<file path="src/rtl/qenc_pkg.sv">
// qenc_pkg: step encoding shared by the quadrature decoder, plus the
// {prev, cur} -> step decode function. AB pairs are packed {B, A}.
package qenc_pkg;

   typedef enum logic [1:0] {
      STEP_NONE = 2'b00,
      STEP_FWD  = 2'b01,
      STEP_REV  = 2'b10,
      STEP_ILL  = 2'b11
   } qenc_step_t;

   // Forward order 00 -> 01 -> 11 -> 10 -> 00 with pairs read as {B, A}, so A leads B.
   function automatic qenc_step_t qenc_decode(input logic [1:0] prev_ab,
                                              input logic [1:0] cur_ab);
      qenc_step_t step;
      step = STEP_NONE;
      if ((prev_ab ^ cur_ab) == 2'b11) begin
         step = STEP_ILL;
      end else if (prev_ab != cur_ab) begin
         case ({prev_ab, cur_ab})
            4'b00_01, 4'b01_11, 4'b11_10, 4'b10_00: step = STEP_FWD;
            default:                                 step = STEP_REV;
         endcase
      end
      return step;
   endfunction

endpackage

</file>
<file path="src/rtl/qenc_glitch_filter.sv">
// qenc_glitch_filter: per-channel stability filter; q follows d only after
// FILT_LEN consecutive samples that differ from the current q.
module qenc_glitch_filter #(
   parameter int unsigned FILT_LEN = 3
) (
   input  logic clk,
   input  logic rst_n,
   input  logic d,
   output logic q
);

   localparam int unsigned CNT_W = $clog2(FILT_LEN);

   logic [CNT_W-1:0] cnt_q, cnt_d;
   logic             q_q, q_d;

   always_comb begin
      cnt_d = '0;
      q_d   = q_q;
      if (d != q_q) begin
         if (cnt_q == CNT_W'(FILT_LEN - 1)) begin
            q_d = d;
         end else begin
            cnt_d = cnt_q + 1'b1;
         end
      end
   end

   always_ff @(posedge clk or negedge rst_n) begin
      if (!rst_n) begin
         cnt_q <= '0;
         q_q   <= 1'b0;
      end else begin
         cnt_q <= cnt_d;
         q_q   <= q_d;
      end
   end

   assign q = q_q;

endmodule

</file>
<file path="src/rtl/quad_encoder_if.sv">
// quad_encoder_if: encoder pin synchronisation, 4x decode, wrapping position
// and windowed saturating velocity. Define QENC_FILTER_EN to add glitch filters.
module quad_encoder_if
   import qenc_pkg::*;
#(
   parameter int unsigned POS_W         = 16,
   parameter int unsigned VEL_W         = 12,
   parameter int unsigned WINDOW_CYCLES = 50000,
   parameter int unsigned FILT_LEN      = 3
) (
   input  logic             clk,
   input  logic             rst_n,
   input  logic             encoder_a,
   input  logic             encoder_b,
   input  logic             pos_clear,
   input  logic             err_clear,
   output logic [POS_W-1:0] position,
   output logic [VEL_W-1:0] velocity,
   output logic             vel_valid,
   output logic             dir,
   output logic             step_pulse,
   output logic             illegal_err
);

   localparam int unsigned WIN_W = $clog2(WINDOW_CYCLES);

   localparam logic signed [VEL_W+1:0] ACC_MAX = {2'b00, {VEL_W{1'b1}}};
   localparam logic signed [VEL_W+1:0] ACC_MIN = -ACC_MAX - 1;
   localparam logic signed [VEL_W+1:0] VEL_MAX = {3'b000, {(VEL_W-1){1'b1}}};
   localparam logic signed [VEL_W+1:0] VEL_MIN = -VEL_MAX;

   if (WINDOW_CYCLES < 2 || FILT_LEN < 2) begin : g_bad_params
      $error("quad_encoder_if: WINDOW_CYCLES and FILT_LEN must be >= 2");
   end

   logic [1:0]              a_sync_q, b_sync_q;
   logic                    a_filt, b_filt;
   logic [1:0]              cur_ab, prev_ab_q, prev_ab_d;
   logic                    init_q, init_d;
   qenc_step_t              step;
   logic signed [VEL_W+1:0] step_val, acc_sum;
   logic [POS_W-1:0]        pos_q, pos_d;
   logic [VEL_W-1:0]        vel_q, vel_d;
   logic                    vel_valid_q, vel_valid_d;
   logic                    dir_q, dir_d;
   logic                    step_pulse_q, step_pulse_d;
   logic                    err_q, err_d;
   logic [WIN_W-1:0]        win_q, win_d;
   logic signed [VEL_W:0]   acc_q, acc_d;

   always_ff @(posedge clk or negedge rst_n) begin
      if (!rst_n) begin
         a_sync_q <= '0;
         b_sync_q <= '0;
      end else begin
         a_sync_q <= {a_sync_q[0], encoder_a};
         b_sync_q <= {b_sync_q[0], encoder_b};
      end
   end

`ifdef QENC_FILTER_EN
   qenc_glitch_filter #(.FILT_LEN(FILT_LEN)) u_filt_a (
      .clk(clk), .rst_n(rst_n), .d(a_sync_q[1]), .q(a_filt)
   );
   qenc_glitch_filter #(.FILT_LEN(FILT_LEN)) u_filt_b (
      .clk(clk), .rst_n(rst_n), .d(b_sync_q[1]), .q(b_filt)
   );
`else
   assign a_filt = a_sync_q[1];
   assign b_filt = b_sync_q[1];
`endif

   assign cur_ab = {b_filt, a_filt};

   always_comb begin
      prev_ab_d    = cur_ab;
      init_d       = 1'b0;
      step         = init_q ? STEP_NONE : qenc_decode(prev_ab_q, cur_ab);
      step_val     = '0;
      pos_d        = pos_q;
      dir_d        = dir_q;
      step_pulse_d = 1'b0;
      err_d        = err_q;
      vel_d        = vel_q;
      vel_valid_d  = 1'b0;
      win_d        = win_q + 1'b1;
      acc_d        = acc_q;

      case (step)
         STEP_FWD: begin
            step_val     = (VEL_W+2)'(1);
            pos_d        = pos_q + 1'b1;
            dir_d        = 1'b1;
            step_pulse_d = 1'b1;
         end
         STEP_REV: begin
            step_val     = '1;
            pos_d        = pos_q - 1'b1;
            dir_d        = 1'b0;
            step_pulse_d = 1'b1;
         end
         default: ;
      endcase

      // Clear drops the step from position only; velocity, dir and pulse still see it.
      if (pos_clear) pos_d = '0;

      if (step == STEP_ILL)  err_d = 1'b1;
      else if (err_clear)    err_d = 1'b0;

      acc_sum = {acc_q[VEL_W], acc_q} + step_val;

      if (win_q == WIN_W'(WINDOW_CYCLES - 1)) begin
         win_d       = '0;
         acc_d       = '0;
         vel_valid_d = 1'b1;
         if (acc_sum > VEL_MAX)      vel_d = VEL_MAX[VEL_W-1:0];
         else if (acc_sum < VEL_MIN) vel_d = VEL_MIN[VEL_W-1:0];
         else                        vel_d = acc_sum[VEL_W-1:0];
      end else begin
         // Clamp so long windows at full input rate cannot wrap the accumulator.
         if (acc_sum > ACC_MAX)      acc_d = ACC_MAX[VEL_W:0];
         else if (acc_sum < ACC_MIN) acc_d = ACC_MIN[VEL_W:0];
         else                        acc_d = acc_sum[VEL_W:0];
      end
   end

   always_ff @(posedge clk or negedge rst_n) begin
      if (!rst_n) begin
         prev_ab_q    <= '0;
         init_q       <= 1'b1;
         pos_q        <= '0;
         vel_q        <= '0;
         vel_valid_q  <= 1'b0;
         dir_q        <= 1'b0;
         step_pulse_q <= 1'b0;
         err_q        <= 1'b0;
         win_q        <= '0;
         acc_q        <= '0;
      end else begin
         prev_ab_q    <= prev_ab_d;
         init_q       <= init_d;
         pos_q        <= pos_d;
         vel_q        <= vel_d;
         vel_valid_q  <= vel_valid_d;
         dir_q        <= dir_d;
         step_pulse_q <= step_pulse_d;
         err_q        <= err_d;
         win_q        <= win_d;
         acc_q        <= acc_d;
      end
   end

   assign position    = pos_q;
   assign velocity    = vel_q;
   assign vel_valid   = vel_valid_q;
   assign dir         = dir_q;
   assign step_pulse  = step_pulse_q;
   assign illegal_err = err_q;

endmodule

</file>
<file path="config.mk">
export PLATFORM = sky130hd
export DESIGN_NAME = quad_encoder_if
export DESIGN_NICKNAME = d
export VERILOG_FILES = /design/src/rtl/qenc_pkg.sv /design/src/rtl/qenc_glitch_filter.sv /design/src/rtl/quad_encoder_if.sv
export SDC_FILE = /design/constraint.sdc
export NUM_CORES = 1
export LEC_CHECK = 0
export CAP_MARGIN = 10
export CORE_MARGIN = 3
export CORE_UTILIZATION = 58
export DETAILED_ROUTE_END_ITERATION = 10
export GPL_TIMING_DRIVEN = 0
export PLACE_DENSITY = 0.76
export SLEW_MARGIN = 20
export SYNTH_ARGS = -nofsm -noshare
export SYNTH_HDL_FRONTEND = slang
export SYNTH_SLANG_ARGS = --single-unit
</file>
<file path="constraint.sdc">
create_clock -name clk -period 4.3 [get_ports clk]
set_clock_uncertainty 0.1 [all_clocks]
set_input_delay 0.86 -clock clk [delete_from_list [all_inputs] [get_ports clk]]
set_output_delay 0.86 -clock clk [all_outputs]
set_load 0.02 [all_outputs]
</file>
==> GITHUB_STEP_SUMMARY <==
### Yosys + OpenROAD results

| Metric | Value |
|---|---|
| Post-synth regs | `68` |
| Dominant cell area share | `0.388` |
| Final worst-path cycle share | `0.948` |
| Initial antenna violation count | `0` |
| Status | `finished, final reports clean` |
| # hold bufs at CTS | `0` |
| Flip-flops with a built-in enable | `0` |
| Leakage power | `2.37 nW` |
| Final hold violations | `0` |
| Diodes inserted | `0` |
| Max Buffers Root-to-Sink | `2` |
| GR Overflow Total | `0` |
| # setup viols final | `0` |
| Slew Limit Fails | `0` |
| Post-route minimum period | `4.08 ns` |
| Yosys cell count | `451` |
| WS Path Type | `reg2reg` |
| Cell area leaders | `dfrtp_1 39%, ha_1 8.7%, nor2_1 4.1%, a21oi_1 3.6%, xnor2_1 3.4%` |
| Post-synth cell types | `66` |
| Largest area contributor in the netlist | `dfrtp_1` |
| Total Routing Usage GR | `0.245` |
| DR WL/cell | `16.4 um` |
-- power breakdown --
group          leakage (nW)  total [mW]  internal (mW)  switching [mW]
registers             0.870       0.776          0.732          0.0445
clock network         0.102       0.562          0.301           0.261
logic                  1.40        1.37          0.532           0.843
-- synth_stat cells, drive strengths merged, types with 4 or more instances --
cell and count:
nor4 4, nand3 21, buf 6, and3 9
nor2b 4, nor2 47, o21ai 14, nand2b 7
o21bai 4, a311o 8, a211oi 9, ha 30
xor2 14, a22o 11, a21oi 31, inv 21
nand2 20, xnor2 17, a21o 16, nor3 18
o21a 4, clkbuf 8, dfrtp 67, or3 5
a32o 5
-- kinds of logic after synthesis --
family,count (synthesis),synth area share
other cells,1,0.000867
fa+ha+maj,34,0.101
mux,1,0.00231
xor+xnor,31,0.0628
simple gates,145,0.162
compound gates,136,0.245
flops,68,0.394
buf+inv,35,0.0335
-- worst max-delay path, stage by stage (launching register included) --
cell	delay (ns)
dfrtp_2	0.41
nor2b_2	0.19
nor2_1	0.07
a211o_1	0.34
ha_4	0.28
inv_1	0.07
ha_1	0.23
fa_2	0.38
a21o_1	0.21
a32o_2	0.29
o32ai_2	0.25
nor4_1	0.15
and3_1	0.22
a311o_1	0.37
buf_6	0.15
o221a_1	0.23
-- routing by layer --
layer,vias up,share of wire
met1,1798,0.46
li1,1783,-
met4,0,0.019
met2,89,0.49
met5,-,0
met3,19,0.036
-- cell type report --
type	instances	area [um2]
Multi-Input combinational cell	348	2510
Fill cell	543	1930
Sequential cell	68	1700
Timing Repair Buffer	39	393
Clock buffer	11	151
Tap cell	96	120
Inverter	21	78.8
Buffer	13	67.6
Clock inverter	5	58.8
-- what timing repair did --
| action | 4_1_cts | 5_1_grt |
|---|---|---|
| setup buffers | 0 | 2 |
| setup endpoints to repair | 5 | 23 |
| pin swaps | 0 | 1 |
| resized | 1 | 10 |
-- stage by stage --
step,instances,setup TNS (ns),power [mW]
final,601,0,2.71
after global routing,601,0,2.89
after CTS,600,0,2.65
after detailed placement,584,-0.00485,2.07
after global placement,583,-12.25,2.03
after floorplan,451,0,1.76
-- flip-flops by register name, indices dropped and copies added (netlist names), 2 cells and up --
name	cells
position	16
a_sync_q	2
prev_ab_q	2
acc_q	13
velocity	12
b_sync_q	2
win_q	16
-- worst max-delay path by stage --
stage | startpoint | slack [ns] | end | cells past startpoint
3_5_place_dp | prev_ab_q[0]$_DFF_PN0_ | -0.005 | acc_q[6]$_DFF_PN0_ | 13
3_3_place_gp | prev_ab_q[0]$_DFF_PN0_ | -0.38 | acc_q[6]$_DFF_PN0_ | 13
2_1_floorplan | prev_ab_q[0]$_DFF_PN0_ | 0.33 | velocity[0]$_DFFE_PN0P_ | 13
6_report | prev_ab_q[0]$_DFF_PN0_ | 0.22 | velocity[0]$_DFFE_PN0P_ | 15
4_1_cts | prev_ab_q[0]$_DFF_PN0_ | 0.1 | acc_q[6]$_DFF_PN0_ | 15
5_1_grt | prev_ab_q[0]$_DFF_PN0_ | 0.04 | velocity[7]$_DFFE_PN0P_ | 15
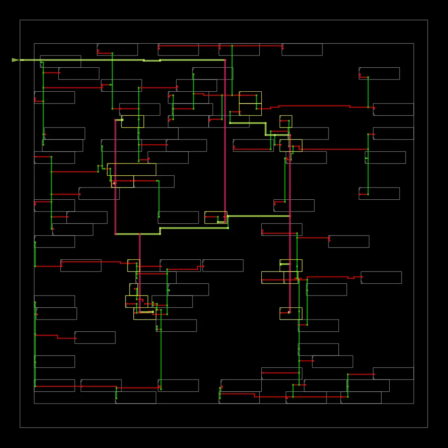
(clock wiring as the flow saved it)
clk_buf instances: 11
cts bufs inserted: 9
clk latency late pin: 0.35 ns

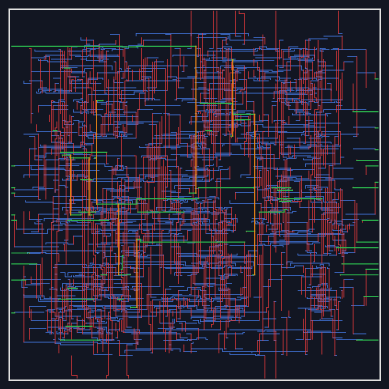
(signal wires by layer)
(4 px per um)
legend:
  red:
    layer: met2
    wire_length: 4790 um
  blue:
    layer: met1
    wire_length: 4510 um
  orange:
    layer: met4
    wire_length: 186 um
  green:
    layer: met3
    wire_length: 354 um

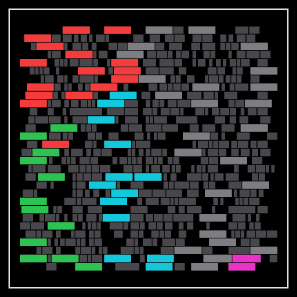
(sequential cells coloured by netlist name)
(3 px per um)
legend:
  red:
    signal: `win_q`
    placed_flops: 16
  cyan:
    signal: `acc_q`
    placed_flops: 13
  magenta:
    signal: `prev_ab_q`
    placed_flops: 2
  green:
    signal: `velocity`
    placed_flops: 12
not coloured: 25

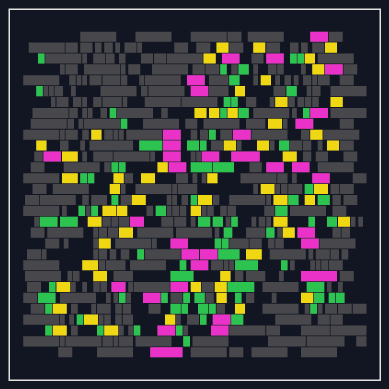
(gate-type map)
(4 px per um)
legend:
  yellow:
    family: AND-OR and OR-AND gates
    cells: 58
    most_used: a21o_1
    where: widely spread
  magenta:
    family: adder and majority cells
    cells: 34
    most_used: ha_1
  green:
    family: inverting AOI/OAI gates
    cells: 78
    most_used: a21oi_1

Power and IR drop assume default switching activity.
